**M3 wires**

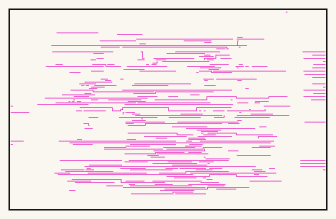
**Placed standard cells**

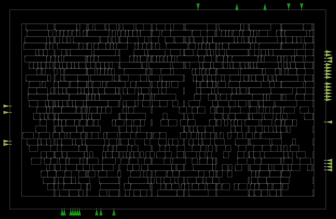
$ cat config.mk
export PLATFORM = sky130hd
export DESIGN_NAME = alu_pipe
export DESIGN_NICKNAME = d
export VERILOG_FILES = /design/src/rtl/alu_pipe.sv
export SDC_FILE = /design/constraint.sdc
export NUM_CORES = 1
export LEC_CHECK = 0
export CORE_ASPECT_RATIO = 0.6
export CORE_MARGIN = 5
export CORE_UTILIZATION = 55
export DETAILED_ROUTE_END_ITERATION = 8
export GPL_TIMING_DRIVEN = 0
export PLACE_DENSITY = 0.75
export SYNTH_ARGS = -nofsm -noshare
export SYNTH_HDL_FRONTEND = slang
export SYNTH_SLANG_ARGS = --single-unit
$ cat constraint.sdc
create_clock -name clk -period 3.4 [get_ports clk]
set_input_delay 0.34 -clock clk [delete_from_list [all_inputs] [get_ports clk]]
set_output_delay 0.34 -clock clk [all_outputs]
set_load 0.02 [all_outputs]
$ cat src/rtl/alu_pipe.sv
// Handshaked 16-op ALU with registered {N,Z,C,V} flags and an iterative
// shift-add multiplier; at most one operation is in flight at a time.
module alu_pipe #(
    parameter int WIDTH = 8
) (
    input  logic             clk,
    input  logic             rst_n,
    input  logic             in_valid,
    output logic             in_ready,
    input  logic [WIDTH-1:0] a,
    input  logic [WIDTH-1:0] b,
    input  logic [3:0]       op,
    output logic             out_valid,
    input  logic             out_ready,
    output logic [WIDTH-1:0] result,
    output logic [3:0]       flags,
    output logic             busy
);
    localparam int SHW = $clog2(WIDTH);
    localparam logic [SHW-1:0]   CNT_MAX = SHW'(WIDTH - 1);
    localparam logic [SHW-1:0]   AMT_ONE = SHW'(1);
    localparam logic [WIDTH-1:0] ONE     = WIDTH'(1);

    typedef enum logic {IDLE, MUL} state_t;
    state_t state, state_nxt;

    logic                    accept, drain, mul_done, upd_carry, carry_q;
    logic [SHW-1:0]          cnt, amt, amt_m1;
    logic [WIDTH-1:0]        mcand, mplier, acc, acc_nxt;
    logic [WIDTH-1:0]        res_c, sh_t, fsrc;
    logic [WIDTH:0]          ext;
    logic signed [WIDTH-1:0] a_s;
    logic                    c_c, v_c;
    logic [3:0]              flags_c;

    function automatic logic add_ovf(input logic [WIDTH-1:0] x, input logic [WIDTH-1:0] y,
                                     input logic [WIDTH-1:0] r);
        return (x[WIDTH-1] == y[WIDTH-1]) && (r[WIDTH-1] != x[WIDTH-1]);
    endfunction

    function automatic logic sub_ovf(input logic [WIDTH-1:0] x, input logic [WIDTH-1:0] y,
                                     input logic [WIDTH-1:0] r);
        return (x[WIDTH-1] != y[WIDTH-1]) && (r[WIDTH-1] != x[WIDTH-1]);
    endfunction

    assign in_ready  = (state == IDLE) && (!out_valid || out_ready);
    assign accept    = in_valid && in_ready;
    assign drain     = out_valid && out_ready;
    assign mul_done  = (state == MUL) && (cnt == '0);
    assign busy      = (state == MUL);
    assign upd_carry = ((op >= 4'd4) && (op <= 4'd8)) || (op == 4'd13);
    assign amt       = b[SHW-1:0];
    assign amt_m1    = amt - AMT_ONE;
    assign a_s       = a;
    assign acc_nxt   = mplier[0] ? acc + mcand : acc;

    always_ff @(posedge clk or negedge rst_n) begin
        if (!rst_n) state <= IDLE;
        else        state <= state_nxt;
    end

    always_comb begin
        state_nxt = state;
        case (state)
            IDLE:    if (accept && op == 4'd12) state_nxt = MUL;
            MUL:     if (cnt == '0) state_nxt = IDLE;
            default: state_nxt = IDLE;
        endcase
    end

    // Single-cycle result and flags, evaluated on the operands being accepted
    always_comb begin
        res_c = '0;
        ext   = '0;
        sh_t  = '0;
        c_c   = 1'b0;
        v_c   = 1'b0;
        case (op)
            4'd0: res_c = a & b;
            4'd1: res_c = a | b;
            4'd2: res_c = a ^ b;
            4'd3: res_c = ~a;
            4'd4: begin
                ext   = {1'b0, a} + {1'b0, b};
                res_c = ext[WIDTH-1:0];
                c_c   = ext[WIDTH];
                v_c   = add_ovf(a, b, ext[WIDTH-1:0]);
            end
            4'd5, 4'd13: begin
                ext   = {1'b0, a} - {1'b0, b};
                res_c = (op == 4'd13) ? a : ext[WIDTH-1:0];
                c_c   = ext[WIDTH];
                v_c   = sub_ovf(a, b, ext[WIDTH-1:0]);
            end
            4'd6: begin
                ext   = {1'b0, a} - {1'b0, ONE};
                res_c = ext[WIDTH-1:0];
                c_c   = ext[WIDTH];
                v_c   = sub_ovf(a, ONE, ext[WIDTH-1:0]);
            end
            4'd7: begin
                ext   = {1'b0, a} + {1'b0, ONE};
                res_c = ext[WIDTH-1:0];
                c_c   = ext[WIDTH];
                v_c   = add_ovf(a, ONE, ext[WIDTH-1:0]);
            end
            4'd8: begin
                ext   = {1'b0, a} + {1'b0, b} + {{WIDTH{1'b0}}, carry_q};
                res_c = ext[WIDTH-1:0];
                c_c   = ext[WIDTH];
                v_c   = add_ovf(a, b, ext[WIDTH-1:0]);
            end
            // Carry is the last bit shifted out: shift by one less and look at the edge bit
            4'd9: begin
                res_c = a << amt;
                sh_t  = a << amt_m1;
                c_c   = (amt != '0) && sh_t[WIDTH-1];
            end
            4'd10: begin
                res_c = a >> amt;
                sh_t  = a >> amt_m1;
                c_c   = (amt != '0) && sh_t[0];
            end
            4'd11: begin
                res_c = a_s >>> amt;
                sh_t  = a >> amt_m1;
                c_c   = (amt != '0) && sh_t[0];
            end
            4'd14:   res_c = b;
            default: res_c = '0;
        endcase
        fsrc    = (op == 4'd13) ? ext[WIDTH-1:0] : res_c;
        flags_c = (op == 4'd15) ? 4'b0000 : {fsrc[WIDTH-1], fsrc == '0, c_c, v_c};
    end

    // Output register, carry and multiplier datapath
    always_ff @(posedge clk or negedge rst_n) begin
        if (!rst_n) begin
            out_valid <= 1'b0;
            result    <= '0;
            flags     <= '0;
            carry_q   <= 1'b0;
            cnt       <= '0;
            acc       <= '0;
            mcand     <= '0;
            mplier    <= '0;
        end else begin
            if (accept) begin
                if (op == 4'd12) begin
                    mcand     <= a;
                    mplier    <= b;
                    acc       <= '0;
                    cnt       <= CNT_MAX;
                    out_valid <= 1'b0;
                end else begin
                    result    <= res_c;
                    flags     <= flags_c;
                    out_valid <= 1'b1;
                    if (upd_carry) carry_q <= c_c;
                end
            end else if (mul_done) begin
                result    <= acc_nxt;
                flags     <= {acc_nxt[WIDTH-1], acc_nxt == '0, 2'b00};
                out_valid <= 1'b1;
            end else if (drain) begin
                out_valid <= 1'b0;
            end
            if (state == MUL) begin
                acc    <= acc_nxt;
                mcand  <= mcand << 1;
                mplier <= mplier >> 1;
                cnt    <= cnt - AMT_ONE;
            end
        end
    end
endmodule

==> flow_summary.json <==
{
  "finalClockSkew_ns": 0.00702,
  "io_buffers": 37,
  "use_met3_pct": 13.2,
  "max_freq_mhz": 298,
  "cap_violations": 0,
  "wl_per_cell_um": 24.0,
  "worstPathMaxFanout": 10,
  "ys.flop_type": "dfrtp_1",
  "hold_path.class": "input pin to async pin",
  "comb_power_mw": 1.75,
  "cpLargestDelayFamily": "AND-OR/OR-AND gates",
  "yosys_cells": 644,
  "power_switching_mw": 1.42,
  "fin_area_mm2": 0.00624,
  "worst_slack_ns": 0.0389,
  "synth-seq-cells": 42,
  "dp_hpwl_um": 15700,
  "dpl_cell_area_mm2": 0.00567,
  "cts_resized": 45,
  "pre_cts_slack_ns": -1.31,
  "via_per_inst": 6.88,
  "layout_top_cells": "nand2_1 (72), o21ai_0 (52), nor2_1 (52)",
  "ff_count": 42,
  "stdcell_count": 841,
  "status": "complete, no violations",
  "drt-total-wl_um": 20200,
  "wl_met2_um": 7680,
  "rr_endpoint": "flags[2]",
  "die_x_um": 135,
  "busiest_layer": "met1",
  "syn_inst": 644,
  "clk_share_pct": 3.11,
  "finalSetupViolations": 0,
  "relSlewSlack_pct": 26.3,
  "pg_seq_uw": 871,
  "vias": 5790,
  "yosysChipArea_mm2": 0.00514,
  "track_usage_pct": 34.6,
  "fin_total_pwr_mw": 3.26,
  "finalClockPeriodUsage_pct": 98.9,
  "comb_area_mm2": 0.00388,
  "tns_ns": 0,
  "max_stage_delay_ns": 0.55,
  "top_area_cell_class": "combinational gates",
  "sh_seq_area_pct": 16.8,
  "clock-sinks": 42,
  "ir_drop_mv": 0.397
}
About 'M3 wires':
share of all routed wire: 15%
longest straight run: 85.6 µm

About 'placed standard cells':
final core occ: 68.2%
FILL cells: 752
core area: 0.00916 mm²

logic make-up (layout without fill, tap and decap cells):
logic type                 count (synthesis)  in the layout  synth area share (%)
adders and majority gates                 45             45                  11.4
muxes                                     40             40                  11.5
xor gates and xnor gates                  30             30                  5.11
and+or+nand+nor                          218            218                  20.8
buffers and inverters                     81            148                  6.96
DFF                                       42             42                  20.5
AOI/OAI and AO/OA                        188            188                  23.7
sequential cells by signal, indices dropped and copies added (netlist names):
| name | count |
|---|---|
| carry_q | 1 |
| flags | 4 |
| acc | 8 |
| busy | 1 |
| mplier | 8 |
| cnt | 3 |
| result | 8 |
| out_valid | 1 |
| mcand | 8 |
